File: src/rtl/neural_uplink_framer_if.sv
// Uplink framer bus: packet-word input (no backpressure) plus byte-serial
// telemetry output with a valid/ready handshake.
interface neural_uplink_framer_if #(
  parameter int PKT_W = 32
);
  logic             in_valid;
  logic [PKT_W-1:0] in_data;
  logic             tx_ready;
  logic             tx_valid;
  logic [7:0]       tx_data;
  logic             tx_sof;
  logic             tx_eof;

  modport master (
    output in_valid, in_data, tx_ready,
    input  tx_valid, tx_data, tx_sof, tx_eof
  );

  modport slave (
    input  in_valid, in_data, tx_ready,
    output tx_valid, tx_data, tx_sof, tx_eof
  );
endinterface

File: src/rtl/neural_uplink_framer.sv
// Buffers {channel, timestamp, sample} words and packs them into byte-serial
// frames: A5 5A seq n payload chk, with an idle flush for short frames.
module neural_uplink_framer #(
  parameter int SAMPLE_W  = 12,
  parameter int TS_W      = 16,
  parameter int CH_W      = 4,
  parameter int BUF_DEPTH = 16,
  parameter int FRAME_LEN = 8,
  parameter int FLUSH_CYC = 64
) (
  input  logic                  sys_clk,
  input  logic                  sys_rst_n,
  neural_uplink_framer_if.slave up,
  output logic [7:0]            drop_cnt,
  output logic                  overflow
);
  // state   | meaning
  // IDLE    | waiting for FRAME_LEN words or flush timeout
  // SYNC0   | presenting 0xA5 (sof)
  // SYNC1   | presenting 0x5A
  // SEQ     | presenting sequence number
  // CNT     | presenting word count n
  // PAYLOAD | presenting word bytes, MSB first
  // CHK     | presenting XOR checksum (eof)

  localparam int PKT_W = SAMPLE_W + TS_W + CH_W;
  localparam int BPW   = PKT_W / 8;
  localparam int AW    = $clog2(BUF_DEPTH);
  localparam int CW    = AW + 1;
  localparam int BIW   = (BPW > 1) ? $clog2(BPW) : 1;
  localparam int TW    = $clog2(FLUSH_CYC + 2);

  localparam logic [CW-1:0]  DEPTH_C = CW'(BUF_DEPTH);
  localparam logic [CW-1:0]  FLEN_C  = CW'(FRAME_LEN);
  localparam logic [TW-1:0]  FLUSH_C = TW'(FLUSH_CYC);
  localparam logic [BIW-1:0] LAST_B  = BIW'(BPW - 1);

  if (PKT_W % 8 != 0) begin : g_pkt_w_chk
    $error("PKT_W must be a multiple of 8");
  end
  if (BUF_DEPTH < 2 || (BUF_DEPTH & (BUF_DEPTH - 1)) != 0) begin : g_depth_chk
    $error("BUF_DEPTH must be a power of 2 and at least 2");
  end
  if (FRAME_LEN < 1 || FRAME_LEN > BUF_DEPTH || FRAME_LEN > 255) begin : g_flen_chk
    $error("FRAME_LEN must be in 1..min(BUF_DEPTH,255)");
  end

  typedef enum logic [2:0] {IDLE, SYNC0, SYNC1, SEQ, CNT, PAYLOAD, CHK} state_t;

  state_t           state_q, state_d;
  logic [PKT_W-1:0] mem_q [BUF_DEPTH];
  logic [AW-1:0]    wr_ptr_q, wr_ptr_d, rd_ptr_q, rd_ptr_d;
  logic [CW-1:0]    count_q, count_d;
  logic [7:0]       drop_cnt_q, drop_cnt_d;
  logic             overflow_q, overflow_d;
  logic [7:0]       seq_q, seq_d;
  logic [7:0]       n_q, n_d;
  logic [7:0]       word_idx_q, word_idx_d;
  logic [BIW-1:0]   byte_idx_q, byte_idx_d;
  logic [7:0]       chk_q, chk_d;
  logic [TW-1:0]    tmr_q, tmr_d;
  logic             tx_valid_q, tx_valid_d;
  logic [7:0]       tx_data_q, tx_data_d;
  logic             tx_sof_q, tx_sof_d;
  logic             tx_eof_q, tx_eof_d;

  logic       xfer, has_room, push, pop, last_byte, full, flush_fire, launch;
  logic [7:0] chk_next;
  logic [AW-1:0] rd_ptr_nxt;

  function automatic logic [7:0] word_byte(logic [PKT_W-1:0] w, logic [BIW-1:0] idx);
    logic [PKT_W-1:0] sh;
    sh = w >> (8 * (BPW - 1 - int'(idx)));
    return sh[7:0];
  endfunction

  always_comb begin
    state_d    = state_q;
    wr_ptr_d   = wr_ptr_q;
    rd_ptr_d   = rd_ptr_q;
    count_d    = count_q;
    drop_cnt_d = drop_cnt_q;
    overflow_d = overflow_q;
    seq_d      = seq_q;
    n_d        = n_q;
    word_idx_d = word_idx_q;
    byte_idx_d = byte_idx_q;
    chk_d      = chk_q;
    tmr_d      = '0;
    tx_valid_d = tx_valid_q;
    tx_data_d  = tx_data_q;
    tx_sof_d   = tx_sof_q;
    tx_eof_d   = tx_eof_q;

    xfer       = tx_valid_q && up.tx_ready;
    has_room   = count_q < DEPTH_C;
    push       = up.in_valid && has_room;
    pop        = 1'b0;
    last_byte  = byte_idx_q == LAST_B;
    full       = count_q >= FLEN_C;
    flush_fire = (FLUSH_CYC != 0) && (tmr_q >= FLUSH_C);
    launch     = 1'b0;
    chk_next   = chk_q ^ tx_data_q;
    rd_ptr_nxt = rd_ptr_q + 1'b1;

    // A word seen while full is lost even if a pop happens on the same edge.
    if (up.in_valid && !has_room) begin
      overflow_d = 1'b1;
      if (drop_cnt_q != 8'hFF) drop_cnt_d = drop_cnt_q + 8'd1;
    end

    unique case (state_q)
      IDLE: begin
        if (full || flush_fire) begin
          launch     = 1'b1;
          state_d    = SYNC0;
          n_d        = full ? 8'(FRAME_LEN) : 8'(count_q);
          word_idx_d = '0;
          byte_idx_d = '0;
          chk_d      = '0;
          tx_valid_d = 1'b1;
          tx_data_d  = 8'hA5;
          tx_sof_d   = 1'b1;
        end
      end
      SYNC0: if (xfer) begin
        state_d   = SYNC1;
        tx_data_d = 8'h5A;
        tx_sof_d  = 1'b0;
      end
      SYNC1: if (xfer) begin
        state_d   = SEQ;
        tx_data_d = seq_q;
      end
      SEQ: if (xfer) begin
        state_d   = CNT;
        tx_data_d = n_q;
        chk_d     = chk_next;
      end
      CNT: if (xfer) begin
        state_d   = PAYLOAD;
        tx_data_d = word_byte(mem_q[rd_ptr_q], '0);
        chk_d     = chk_next;
      end
      PAYLOAD: if (xfer) begin
        chk_d = chk_next;
        if (last_byte) begin
          pop        = 1'b1;
          byte_idx_d = '0;
          if (word_idx_q == n_q - 8'd1) begin
            state_d   = CHK;
            tx_data_d = chk_next;
            tx_eof_d  = 1'b1;
          end else begin
            word_idx_d = word_idx_q + 8'd1;
            tx_data_d  = word_byte(mem_q[rd_ptr_nxt], '0);
          end
        end else begin
          byte_idx_d = byte_idx_q + 1'b1;
          tx_data_d  = word_byte(mem_q[rd_ptr_q], byte_idx_q + 1'b1);
        end
      end
      CHK: if (xfer) begin
        state_d    = IDLE;
        tx_valid_d = 1'b0;
        tx_eof_d   = 1'b0;
        seq_d      = seq_q + 8'd1;
      end
      default: state_d = IDLE;
    endcase

    if (push) wr_ptr_d = wr_ptr_q + 1'b1;
    if (pop)  rd_ptr_d = rd_ptr_nxt;
    unique case ({push, pop})
      2'b10:   count_d = count_q + 1'b1;
      2'b01:   count_d = count_q - 1'b1;
      default: count_d = count_q;
    endcase

    // Flush timer only runs while a partial frame sits idle in the buffer.
    if (FLUSH_CYC != 0 && state_q == IDLE && !launch && count_q != '0 && !full)
      tmr_d = tmr_q + 1'b1;
  end

  always_ff @(posedge sys_clk) begin
    if (push) mem_q[wr_ptr_q] <= up.in_data;
  end

  always_ff @(posedge sys_clk or negedge sys_rst_n) begin
    if (!sys_rst_n) begin
      state_q    <= IDLE;
      wr_ptr_q   <= '0;
      rd_ptr_q   <= '0;
      count_q    <= '0;
      drop_cnt_q <= '0;
      overflow_q <= 1'b0;
      seq_q      <= '0;
      n_q        <= '0;
      word_idx_q <= '0;
      byte_idx_q <= '0;
      chk_q      <= '0;
      tmr_q      <= '0;
      tx_valid_q <= 1'b0;
      tx_data_q  <= '0;
      tx_sof_q   <= 1'b0;
      tx_eof_q   <= 1'b0;
    end else begin
      state_q    <= state_d;
      wr_ptr_q   <= wr_ptr_d;
      rd_ptr_q   <= rd_ptr_d;
      count_q    <= count_d;
      drop_cnt_q <= drop_cnt_d;
      overflow_q <= overflow_d;
      seq_q      <= seq_d;
      n_q        <= n_d;
      word_idx_q <= word_idx_d;
      byte_idx_q <= byte_idx_d;
      chk_q      <= chk_d;
      tmr_q      <= tmr_d;
      tx_valid_q <= tx_valid_d;
      tx_data_q  <= tx_data_d;
      tx_sof_q   <= tx_sof_d;
      tx_eof_q   <= tx_eof_d;
    end
  end

  assign up.tx_valid = tx_valid_q;
  assign up.tx_data  = tx_data_q;
  assign up.tx_sof   = tx_sof_q;
  assign up.tx_eof   = tx_eof_q;
  assign drop_cnt    = drop_cnt_q;
  assign overflow    = overflow_q;
endmodule

File: src/flat_wrapper.sv
// flat-port wrapper written by rule: the top's interface ports become plain ports
module neural_uplink_framer_flat 
#(
  parameter int SAMPLE_W  = 12,
  parameter int TS_W      = 16,
  parameter int CH_W      = 4,
  parameter int BUF_DEPTH = 16,
  parameter int FRAME_LEN = 8,
  parameter int FLUSH_CYC = 64
)
  (sys_clk, sys_rst_n, drop_cnt, overflow, up_in_valid, up_in_data, up_tx_ready, up_tx_valid, up_tx_data, up_tx_sof, up_tx_eof);
  neural_uplink_framer_if #(.PKT_W(32)) up_i ();
  input  logic sys_clk;
  input  logic sys_rst_n;
  output logic [7:0] drop_cnt;
  output logic overflow;
  input wire logic [$bits(up_i.in_valid)-1:0] up_in_valid;
  input wire logic [$bits(up_i.in_data)-1:0] up_in_data;
  input wire logic [$bits(up_i.tx_ready)-1:0] up_tx_ready;
  output wire logic [$bits(up_i.tx_valid)-1:0] up_tx_valid;
  output wire logic [$bits(up_i.tx_data)-1:0] up_tx_data;
  output wire logic [$bits(up_i.tx_sof)-1:0] up_tx_sof;
  output wire logic [$bits(up_i.tx_eof)-1:0] up_tx_eof;
  assign up_i.in_valid = up_in_valid;
  assign up_i.in_data = up_in_data;
  assign up_i.tx_ready = up_tx_ready;
  assign up_tx_valid = up_i.tx_valid;
  assign up_tx_data = up_i.tx_data;
  assign up_tx_sof = up_i.tx_sof;
  assign up_tx_eof = up_i.tx_eof;
  neural_uplink_framer #(.SAMPLE_W(SAMPLE_W), .TS_W(TS_W), .CH_W(CH_W), .BUF_DEPTH(BUF_DEPTH), .FRAME_LEN(FRAME_LEN), .FLUSH_CYC(FLUSH_CYC)) u_core (.sys_clk(sys_clk), .sys_rst_n(sys_rst_n), .up(up_i), .drop_cnt(drop_cnt), .overflow(overflow));
endmodule
File: config.mk
export PLATFORM = sky130hd
export DESIGN_NAME = neural_uplink_framer_flat
export DESIGN_NICKNAME = d
export VERILOG_FILES = /design/src/rtl/neural_uplink_framer_if.sv /design/src/rtl/neural_uplink_framer.sv /design/src/flat_wrapper.sv
export SDC_FILE = /design/constraint.sdc
export NUM_CORES = 1
export LEC_CHECK = 0
export ABC_AREA = 1
export CORE_MARGIN = 3
export CORE_UTILIZATION = 40
export DETAILED_ROUTE_END_ITERATION = 10
export PLACE_DENSITY = 0.57
export SKIP_LAST_GASP = 1
export SLEW_MARGIN = 20
export SYNTH_ARGS = -nofsm -noshare
export SYNTH_HDL_FRONTEND = slang
export SYNTH_SLANG_ARGS = --single-unit
File: constraint.sdc
create_clock -name sys_clk -period 2.7 [get_ports sys_clk]
set_clock_uncertainty 0.2 [all_clocks]
set_input_delay 0.27 -clock sys_clk [delete_from_list [all_inputs] [get_ports sys_clk]]
set_output_delay 0.27 -clock sys_clk [all_outputs]
set_load 0.01 [all_outputs]
### Clock wires, drivers and flops, run 1

Drawn at 2 px/µm.
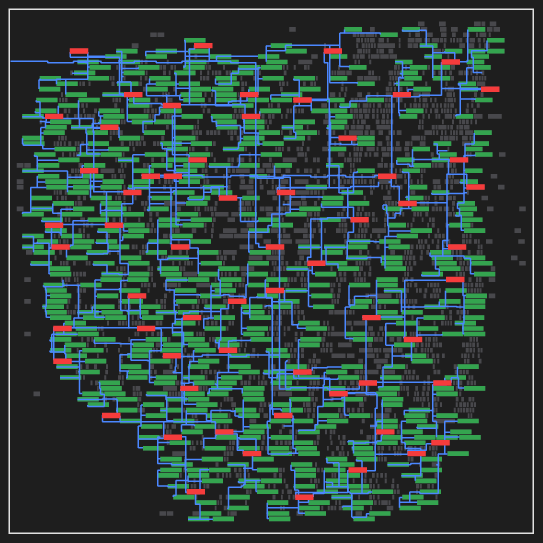
[blue] clock wires | length: 7,270 µm
[green] flip-flops | count: 586
[red] clock-net drivers | count: 61
routed clock nets	62

### Pin map, run 1

Drawn at 1 px/µm. Pins as bars across the die edge, other pins in gray.
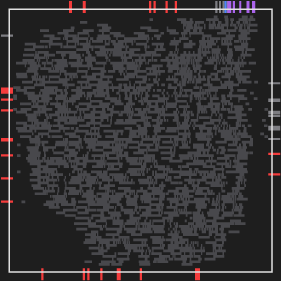
color	port	pins	direction	edge
red	up_in_data	32	input	11 left, 11 bottom, 8 top, 2 right
purple	drop_cnt	8	output	top
blue	up_tx_valid	1	output	top
Die Y: 261 µm
Die X: 261 µm
port bufs: 55

==> results_dict.tcl, run 1 <==
# metrics dict for downstream scripts
set metrics [dict create \
    status "completed" \
    intPower_mw 17.6 \
    grt_pass1_wl_um 112000 \
    p_per_area_mw_per_mm2 866 \
    cts_tree "yes" \
    buffers_excl_clock 169 \
    gp_congestion 0.855 \
    seq-power_mw 11.3 \
    top_register "u_core.mem_q" \
    vdd_ir_drop_max_mv 0.594 \
    warning_count 30 \
    syn_area_mm2 0.0261 \
    postCtsSetupBuffers 0 \
    logic_area_mm2 0.00791 \
    ys.flops 586 \
    r2r_start "u_core.rd_ptr_q[0]" \
    ys_top_cells_by_area "edfxtp_1 59%, nand3_1 11%, nand2_1 11%" \
    criticalPathCategory "reg -> reg" \
    clockRootBuffer "clkbuf_16" \
    rr_worst_depth 12 \
    ios 56 \
    die-area_mm2 0.0683 \
    hold_viol 0 \
    rrSetupSlack_ns 0.18 \
    ys_async_sr_fraction_pct 12.6 \
    fin_crit_ns 2.52 \
    seqPwrFrac_pct 43.0 \
    critPathTopFamily "simple AND/OR/NAND/NOR gates" \
    topCombFamilyByArea "simple AND/OR/NAND/NOR gates" \
    largest_reg_flops 512 \
    hold_path_depth 3 \
    most_common_cell "nand2_1" \
    cts_resized 0 \
    max_freq_mhz 397 \
]
### Clock routing, run 1

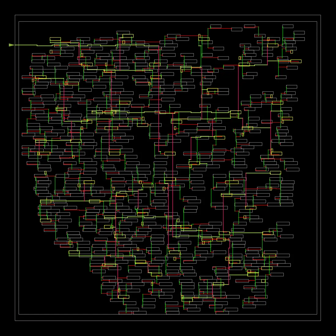
Num CTS Buffers: 61
number of clock sinks: 586

==> inputs of run 2 (changes only) <==
--- a/config.mk
+++ b/config.mk
@@ -7,9 +7,9 @@
 export LEC_CHECK = 0
 export ABC_AREA = 1
 export CORE_MARGIN = 3
-export CORE_UTILIZATION = 40
+export CORE_UTILIZATION = 48
 export DETAILED_ROUTE_END_ITERATION = 10
-export PLACE_DENSITY = 0.57
+export PLACE_DENSITY = 0.67
 export SKIP_LAST_GASP = 1
 export SLEW_MARGIN = 20
 export SYNTH_ARGS = -nofsm -noshare
### Met2 routing, run 2

Drawn at 1.5 px/µm. Cells faint in the background.
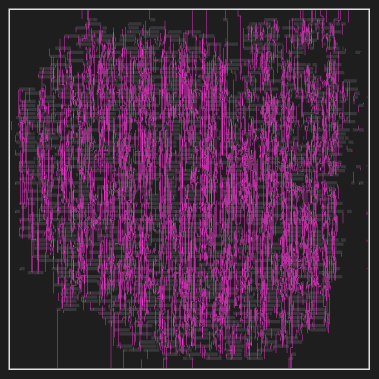
share of all routed wire	47%
nets with wire on the layer	1,999
wire length on this layer	33.0 mm
M2 GR Usage: 39.5%
routed wire length: 69,600 µm
vias: 19.1k

==> run 2 against run 1 <==
  * The run now ends with negative hold slack left
  * Sequential share of layout area is 0.068 points lower
  * Global-route usage is 2.9 points higher
  * Combinational power hardly changed
  * Fmax is 2.4% lower
  * Flip-flop count stayed put
  * Non-clock buffer count is 15 higher
==> results_dict.tcl, run 2 <==
# metrics dict for downstream scripts
set metrics [dict create \
    topCombFamilyByArea "simple AND/OR/NAND/NOR gates" \
    holdWs_ns -0.00326 \
    warning_count 31 \
    fin_crit_ns 2.58 \
    seqPwrFrac_pct 42.3 \
    vdd_ir_drop_max_mv 0.603 \
    status "finished, violations left" \
    cts_tree "yes" \
    ys.flops 586 \
    rrSetupSlack_ns 0.12 \
    die-area_mm2 0.0571 \
    cts_resized 0 \
    most_common_cell "nand2_1" \
    gp_congestion 0.896 \
    buffers_excl_clock 184 \
    logic_area_mm2 0.00792 \
    port_buffers 55 \
    critPathTopFamily "simple AND/OR/NAND/NOR gates" \
    r2r_start "u_core.state_q[1]" \
    criticalPathCategory "reg -> reg" \
    rr_worst_depth 15 \
    intPower_mw 18.1 \
    ys_async_sr_fraction_pct 12.6 \
    ys_top_cells_by_area "edfxtp_1 59%, nand3_1 11%, nand2_1 11%" \
    violations "negative hold slack" \
    grt_pass1_wl_um 107000 \
    clockRootBuffer "clkbuf_16" \
    cts_sinks 586 \
    hold_viol 1 \
    syn_area_mm2 0.0261 \
    seq-power_mw 11.3 \
]
### Clock routing, run 2

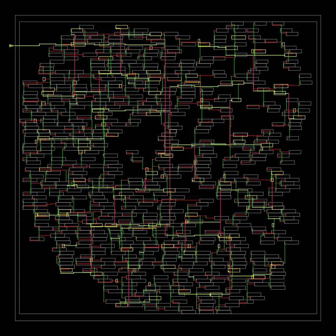
worst skew pair latency: 0.63 ns
clock buf count: 76
Seq cells: 586
Num CTS Buffers: 60

==> inputs of run 3 (changes only) <==
--- a/config.mk
+++ b/config.mk
@@ -6,6 +6,7 @@
 export NUM_CORES = 1
 export LEC_CHECK = 0
 export ABC_AREA = 1
+export CORE_ASPECT_RATIO = 0.9
 export CORE_MARGIN = 3
 export CORE_UTILIZATION = 48
 export DETAILED_ROUTE_END_ITERATION = 10
### Pin map, run 3

Drawn at 1 px/µm. Pins as bars across the die edge, other pins in gray.
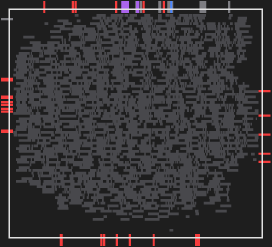
color	port	pins	direction	edge
blue	up_tx_valid	1	output	top
purple	drop_cnt	8	output	top
red	up_in_data	32	input	11 bottom, 10 left, 6 top, 5 right
all pins by edge	29 top, 11 left, 11 bottom, 5 right

==> run 3 against run 2 <==
  * Count of clock-buffer cells in the layout up 2
  * Sequential share of layout area up 0.56 points
  * Die area about the same
  * First-iteration DRC count up 7.9%
  * Non-clock buffer count down 16
  * Worst hold slack better by 0.042 ns
  * Sequential power about the same
  * Fmax up 0.26%
  * The flow now finishes without violations
==> results_dict.tcl, run 3 <==
# metrics dict for downstream scripts
set metrics [dict create \
    rr_worst_depth 11 \
    intPower_mw 17.5 \
    die-area_mm2 0.0571 \
    critPathTopFamily "simple AND/OR/NAND/NOR gates" \
    port_buffers 55 \
    numCtsBuffers 58 \
    met2_usage_pct 38.6 \
    grt_pass1_wl_um 107000 \
    most_common_cell "nand2_1" \
    cts_sinks 586 \
    ys_top_cells_by_area "edfxtp_1 59%, nand3_1 11%, nand2_1 11%" \
    clk_latency_ns 0.62 \
    warning_count 33 \
    r2r_start "u_core.rd_ptr_q[0]" \
    status "completed" \
    gp_congestion 0.922 \
    logic_area_mm2 0.00791 \
    clockRootBuffer "clkbuf_16" \
    cts_resized 0 \
    criticalPathCategory "reg -> reg" \
    seq-power_mw 11.4 \
    cts_tree "yes" \
    syn_area_mm2 0.0261 \
]
### Met2 routing, run 3

Drawn at 1.5 px/µm. Cells faint in the background.
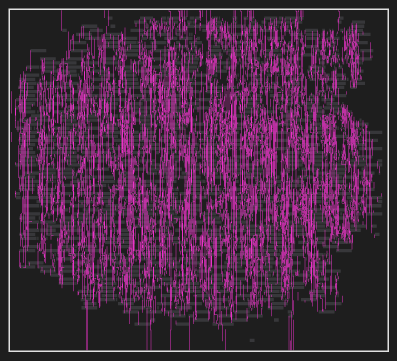
main direction	vertical
nets with wire on the layer	1,976
wire length on this layer	31.9 mm
longest straight run	86.7 µm
share of all routed wire	46%
vias: 19.2k
routed wire length: 70,000 µm

Power and IR drop assume default switching activity.
